File: src/rtl/uartrx_if.sv
// Byte-stream port of the UART receiver: serial line and consumer handshake in,
// received byte, valid and status pulses out.
interface uartrx_if #(
    parameter int DATA_BITS = 8
);
    logic                 rx;
    logic                 ready;
    logic [DATA_BITS-1:0] data;
    logic                 valid;
    logic                 frame_err;
    logic                 overrun;
    logic                 busy;

    // Receiver side
    modport slave (
        input  rx,
        input  ready,
        output data,
        output valid,
        output frame_err,
        output overrun,
        output busy
    );

    // Line driver / byte consumer side
    modport master (
        output rx,
        output ready,
        input  data,
        input  valid,
        input  frame_err,
        input  overrun,
        input  busy
    );
endinterface

File: src/rtl/uartrx.sv
// UART receiver: LSB-first N1 frames, mid-bit sampling, one-entry holding
// register on a valid/ready port, single-cycle framing-error and overrun pulses.
module uartrx #(
    parameter int CLKS_PER_BIT = 50,
    parameter int DATA_BITS    = 8
) (
    input  logic     clk,
    input  logic     rst,
    uartrx_if.slave  bus
);
    localparam int H  = CLKS_PER_BIT / 2;
    localparam int CW = $clog2(CLKS_PER_BIT);
    localparam int BW = (DATA_BITS > 1) ? $clog2(DATA_BITS) : 1;

    localparam logic [CW-1:0] CTR_HALF = CW'(H - 1);
    localparam logic [CW-1:0] CTR_LAST = CW'(CLKS_PER_BIT - 1);
    localparam logic [BW-1:0] BIT_LAST = BW'(DATA_BITS - 1);

    typedef enum logic [2:0] {
        IDLE,
        START,
        DATA,
        STOP,
        BREAK
    } state_t;

    logic                 rxMeta_q;
    logic                 rxSync_q;
    state_t               state_q;
    logic [CW-1:0]        ctr_q;
    logic [CW-1:0]        ctr_d;
    logic [BW-1:0]        bitIdx_q;
    logic [BW-1:0]        bitIdx_d;
    logic [DATA_BITS-1:0] shift_q;
    logic [DATA_BITS-1:0] shift_d;
    logic [DATA_BITS-1:0] data_q;
    logic                 valid_q;
    logic                 frameErr_q;
    logic                 overrun_q;
    logic                 busy_q;

    // Two-flop synchronizer; resets to the idle-high line level so release never fakes a start edge
    always_ff @(posedge clk or posedge rst) begin
        if (rst) begin
            rxMeta_q <= 1'b1;
            rxSync_q <= 1'b1;
        end else begin
            rxMeta_q <= bus.rx;
            rxSync_q <= rxMeta_q;
        end
    end

    // Next values for the bit-period counter, bit index and the right-shifting data register
    always_comb begin
        ctr_d    = ctr_q + 1'b1;
        bitIdx_d = bitIdx_q + 1'b1;
        shift_d  = shift_q >> 1;
        shift_d[DATA_BITS-1] = rxSync_q;
    end

    // Frame FSM plus holding register; status pulses default low every cycle
    always_ff @(posedge clk or posedge rst) begin
        if (rst) begin
            state_q    <= IDLE;
            ctr_q      <= '0;
            bitIdx_q   <= '0;
            shift_q    <= '0;
            data_q     <= '0;
            valid_q    <= 1'b0;
            frameErr_q <= 1'b0;
            overrun_q  <= 1'b0;
            busy_q     <= 1'b0;
        end else begin
            frameErr_q <= 1'b0;
            overrun_q  <= 1'b0;

            if (valid_q && bus.ready) begin
                valid_q <= 1'b0;
            end

            case (state_q)
                IDLE: begin
                    if (!rxSync_q) begin
                        state_q <= START;
                        ctr_q   <= '0;
                        busy_q  <= 1'b1;
                    end
                end

                START: begin
                    if (ctr_q == CTR_HALF) begin
                        if (!rxSync_q) begin
                            state_q  <= DATA;
                            ctr_q    <= '0;
                            bitIdx_q <= '0;
                        end else begin
                            state_q <= IDLE;
                            busy_q  <= 1'b0;
                        end
                    end else begin
                        ctr_q <= ctr_d;
                    end
                end

                DATA: begin
                    if (ctr_q == CTR_LAST) begin
                        shift_q  <= shift_d;
                        ctr_q    <= '0;
                        bitIdx_q <= bitIdx_d;
                        if (bitIdx_q == BIT_LAST) begin
                            state_q <= STOP;
                        end
                    end else begin
                        ctr_q <= ctr_d;
                    end
                end

                STOP: begin
                    if (ctr_q == CTR_LAST) begin
                        ctr_q <= '0;
                        if (rxSync_q) begin
                            if (!valid_q || bus.ready) begin
                                data_q  <= shift_q;
                                valid_q <= 1'b1;
                            end else begin
                                overrun_q <= 1'b1;
                            end
                            state_q <= IDLE;
                            busy_q  <= 1'b0;
                        end else begin
                            frameErr_q <= 1'b1;
                            state_q    <= BREAK;
                        end
                    end else begin
                        ctr_q <= ctr_d;
                    end
                end

                BREAK: begin
                    if (rxSync_q) begin
                        state_q <= IDLE;
                        busy_q  <= 1'b0;
                    end
                end

                default: begin
                    state_q <= IDLE;
                    busy_q  <= 1'b0;
                end
            endcase
        end
    end

    assign bus.data      = data_q;
    assign bus.valid     = valid_q;
    assign bus.frame_err = frameErr_q;
    assign bus.overrun   = overrun_q;
    assign bus.busy      = busy_q;
endmodule

File: src/flat_wrapper.sv
// flat-port wrapper written by rule: the top's interface ports become plain ports
module uartrx_flat 
#(
    parameter int CLKS_PER_BIT = 50,
    parameter int DATA_BITS    = 8
)
  (clk, rst, bus_rx, bus_ready, bus_data, bus_valid, bus_frame_err, bus_overrun, bus_busy);
  uartrx_if #(.DATA_BITS(DATA_BITS)) bus_i ();
  input  logic clk;
  input  logic rst;
  input wire logic [$bits(bus_i.rx)-1:0] bus_rx;
  input wire logic [$bits(bus_i.ready)-1:0] bus_ready;
  output wire logic [$bits(bus_i.data)-1:0] bus_data;
  output wire logic [$bits(bus_i.valid)-1:0] bus_valid;
  output wire logic [$bits(bus_i.frame_err)-1:0] bus_frame_err;
  output wire logic [$bits(bus_i.overrun)-1:0] bus_overrun;
  output wire logic [$bits(bus_i.busy)-1:0] bus_busy;
  assign bus_i.rx = bus_rx;
  assign bus_i.ready = bus_ready;
  assign bus_data = bus_i.data;
  assign bus_valid = bus_i.valid;
  assign bus_frame_err = bus_i.frame_err;
  assign bus_overrun = bus_i.overrun;
  assign bus_busy = bus_i.busy;
  uartrx #(.CLKS_PER_BIT(CLKS_PER_BIT), .DATA_BITS(DATA_BITS)) u_core (.clk(clk), .rst(rst), .bus(bus_i));
endmodule
File: config.mk
export PLATFORM = sky130hd
export DESIGN_NAME = uartrx_flat
export DESIGN_NICKNAME = d
export VERILOG_FILES = /design/src/rtl/uartrx_if.sv /design/src/rtl/uartrx.sv /design/src/flat_wrapper.sv
export SDC_FILE = /design/constraint.sdc
export NUM_CORES = 1
export LEC_CHECK = 0
export ABC_AREA = 1
export CORE_UTILIZATION = 50
export DETAILED_ROUTE_END_ITERATION = 12
export PLACE_DENSITY = 0.78
export SETUP_SLACK_MARGIN = 0.3
export SYNTH_ARGS = -nofsm -noshare
export SYNTH_HDL_FRONTEND = slang
export SYNTH_SLANG_ARGS = --single-unit
File: constraint.sdc
create_clock -name clk -period 2.4 [get_ports clk]
set_clock_uncertainty 0.2 [all_clocks]
set_input_delay 0.24 -clock clk [delete_from_list [all_inputs] [get_ports clk]]
set_output_delay 0.24 -clock clk [all_outputs]
set_load 0.01 [all_outputs]
==> results.md <==
| Group | Metric | This run |
|---|---|---|
| run status | Run status | finished, final reports clean |
| finish | Sequential share of cell area | 43.5% |
| grt | Initial antenna violation count | 0 |
| timing | Setup TNS | 0 ns |
| grt | Leftover overflow at the end of global routing | 0 |
| logic synthesis | Number of warnings issued by yosys | 0 |
| logic synthesis | Number of library cell types mapped by synthesis | 21 |
| logic synthesis | Top cell type by total area after synthesis | sky130_fd_sc_hd__dfrtp_1 |
| clock tree | Buffer count from post-CTS setup fixing | 0 |
| logic synthesis | Number of synthesized register bits | 34 |
| logic synthesis | Dominant kind of combinational cell | simple AND/OR/NAND/NOR gates |
| clock tree | Clk Tree Root Cell | sky130_fd_sc_hd__clkbuf_4 |
| logic synthesis | Netlist Area Pre-Place | 1680 sq um |
| placed design | Placer's final routability congestion estimate | 0.835 |
| timing | Number of max-slew violations in the final report | 0 |
| power | Power density normalized to cell area | 879 nW/um^2 |
| finish | Data-path buffer share of cell area in the final layout | 8.03% |
| finish | Flip-flop and latch area | 853 sq um |
| timing | Setup repair after global routing missed its margin | false |
| logic synthesis | Synthesized chip area reported by yosys | 1680 sq um |
| finish | Count of multi-input combinational gates | 137 |
| logic synthesis | Seq share, synth | 50.9% |
| die | Core Rows | 20 |
| routing | Final Routed Wirelength | 2.75 mm |
| routing | Total met3 wirelength after detailed routing | 117 microns |
| routing | Number of violations reported at the end of detailed-routing iteration 0 | 66 |
| grt | All-Layer GR Usage | 18.8% |
| clock tree | Clock tree from TritonCTS | built |
| die | Floorplan core density | 53.6% |
| critical path | Biggest cell delay along the critical path | 0.41 ns |
| logic synthesis | Synth Area in Adders | 3.73% |
| logic synthesis | Post-Synth AOI/OAI Area | 8.72% |
| logic synthesis | Portion of netlist area occupied by mux cells | 0% |
| finish | Gate Area | 669 sq um |
| routing | Vias per cell | 4.63 |
| logic synthesis | Dominant flop cell | sky130_fd_sc_hd__dfrtp_1 |
| logic synthesis | Count of instantiated cells in the yosys netlist | 206 |
| power | Worst IR Drop VDD | 0.625 mV |
| finish | Post-route standard cell area excluding fillers | 1960 sq um |
| flow run | Max-cap violations | 0 |
| critical path | Type of the setup path with the least slack | reg -> reg |
| clock tree | Sink Count | 34 |
| finish | Non-clock buffer instance count of the final layout | 16 |
| logic synthesis | XOR-XNOR Cells, Area Fraction | 0.522% |
| logic synthesis | Mean Syn Cell Area | 8.14 sq um |
| logic synthesis | Simple logic cell fraction of the synthesized area | 26.9% |
| logic synthesis | Most frequent cell after synthesis | sky130_fd_sc_hd__nand2_1 |
| logic synthesis | Floorplan net count | 215 |
| routing | Routed wire length per instance | 10.2 microns |
| die | Number of top-level pins | 16 |
| finish | NumNets Final | 234 |
| timing | Remaining max-slew budget at the tightest pin | 72.1% |
| timing | Fin crit share | 75.4% |
| routing | Highest routed metal layer | met4 |
| timing | Final worst path period need | 1.81 ns |
| finish | Inserted Diodes | 0 |
| grt | Grt met3 use | 5.84% |
| logic synthesis | Share of the synthesized area in the top cell type | 47.7% |
| clock tree | Count of H-tree levels built during CTS | 2 |
| hold path | Kind of path behind the tightest hold check | in -> async |
| grt | Pin count of the biggest net entering global routing | 35 |
| critical path | Largest fanout on the critical path | 15 |
| clock tree | Quantity of hold-fixing buffers added after cts | 0 |
| timing | Hold Worst Slack | 0.0781 ns |
| grt | Met2 GRT Util | 26.8% |
| grt | First-pass GRT wire length | 4.90 mm |
worst max-delay path: cells and delay by family (launching register included):
kind / cells / cell delay (ns)
AOI/OAI and AO/OA: 1 / 0.06
adders and majority gates: 1 / 0.16
buffers and inverters: 1 / 0.10
DFF: 1 / 0.41
and+or+nand+nor: 4 / 0.76
power by group:
part           switching, mW  leakage (nW)  internal, mW
clock                  0.196        0.0585         0.353
combinational          0.317         0.496         0.160
sequential            0.0643         0.460         0.635
total                  0.577          1.01          1.15
metrics by stage:
step | setup WS (ns) | power [mW] | util, %
finish | 0.591 | 1.73 | 62.8
global route | 0.398 | 1.86 | 62.8
CTS | 0.572 | 1.74 | 62.8
detailed placement | 0.586 | 1.18 | 59.2
global placement | 0.616 | 1.18 | 59.2
floorplan | 0.761 | 1.08 | -
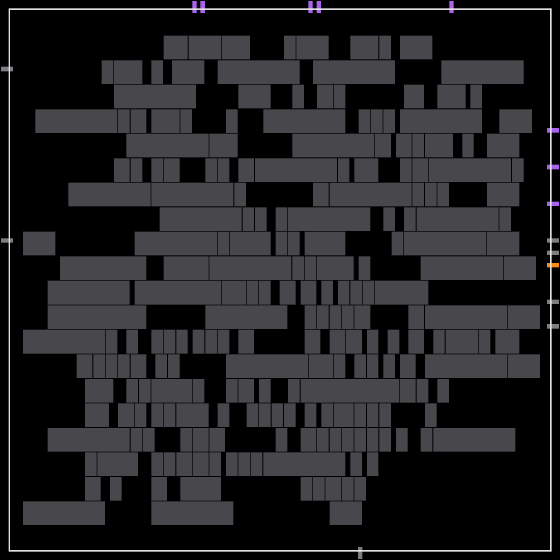
(pin placement)
Pins as bars across the die edge, other pins in grey.
port	colour	pins	direction	edge
bus_overrun	orange	1	output	right
bus_data	purple	8	output	5 top, 3 right
all pins by edge	8 right, 5 top, 2 left, 1 bottom
DIE HEIGHT: 59.9 microns
tally of buffers added on design ports: 15
Die Width: 59.9 microns

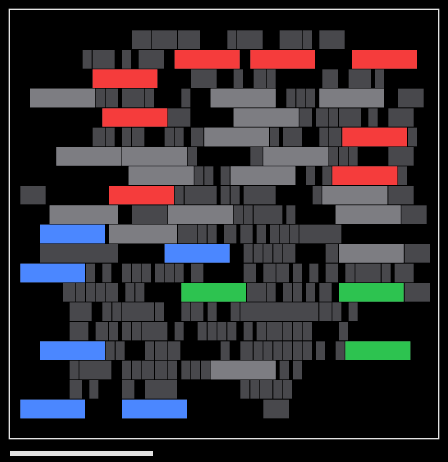
(sequential cells grouped by signal name)
Scale bar: 20 microns. Other sequential cells in the stronger grey, the rest of the logic in the fainter grey.
signal	colour	flops
u_core.bus.data	red	8
u_core.state_q	green	3
u_core.ctr_q	blue	6
not coloured	17

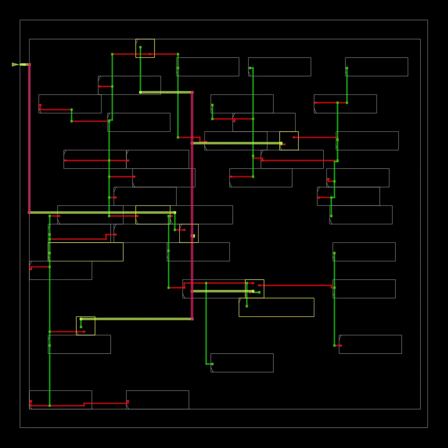
(clock routing)
clock group total power: 0.549 mW
CLK BUF: 6
clock buffer count from CTS: 5
latest clock arrival within the worst-skew pair: 0.34 ns

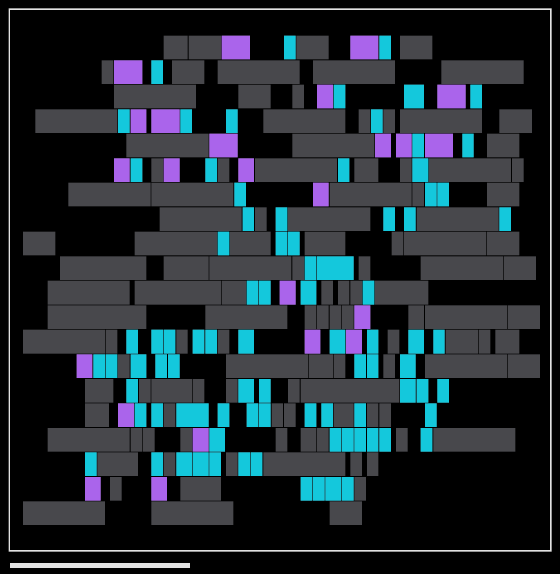
(logic cells by family)
Scale bar: 20 microns.
family	colour	cells	most used
nand cells	cyan	85	nand2_1
aoi and oai cells	purple	24	o21ai_0
combinational share of cell area: 34.1%
Cell Count, Final, Fillers Out: 270
commonest non-fill, non-tap cell in the layout: sky130_fd_sc_hd__nand2_1

Power is estimated from default activity; no workload was simulated.
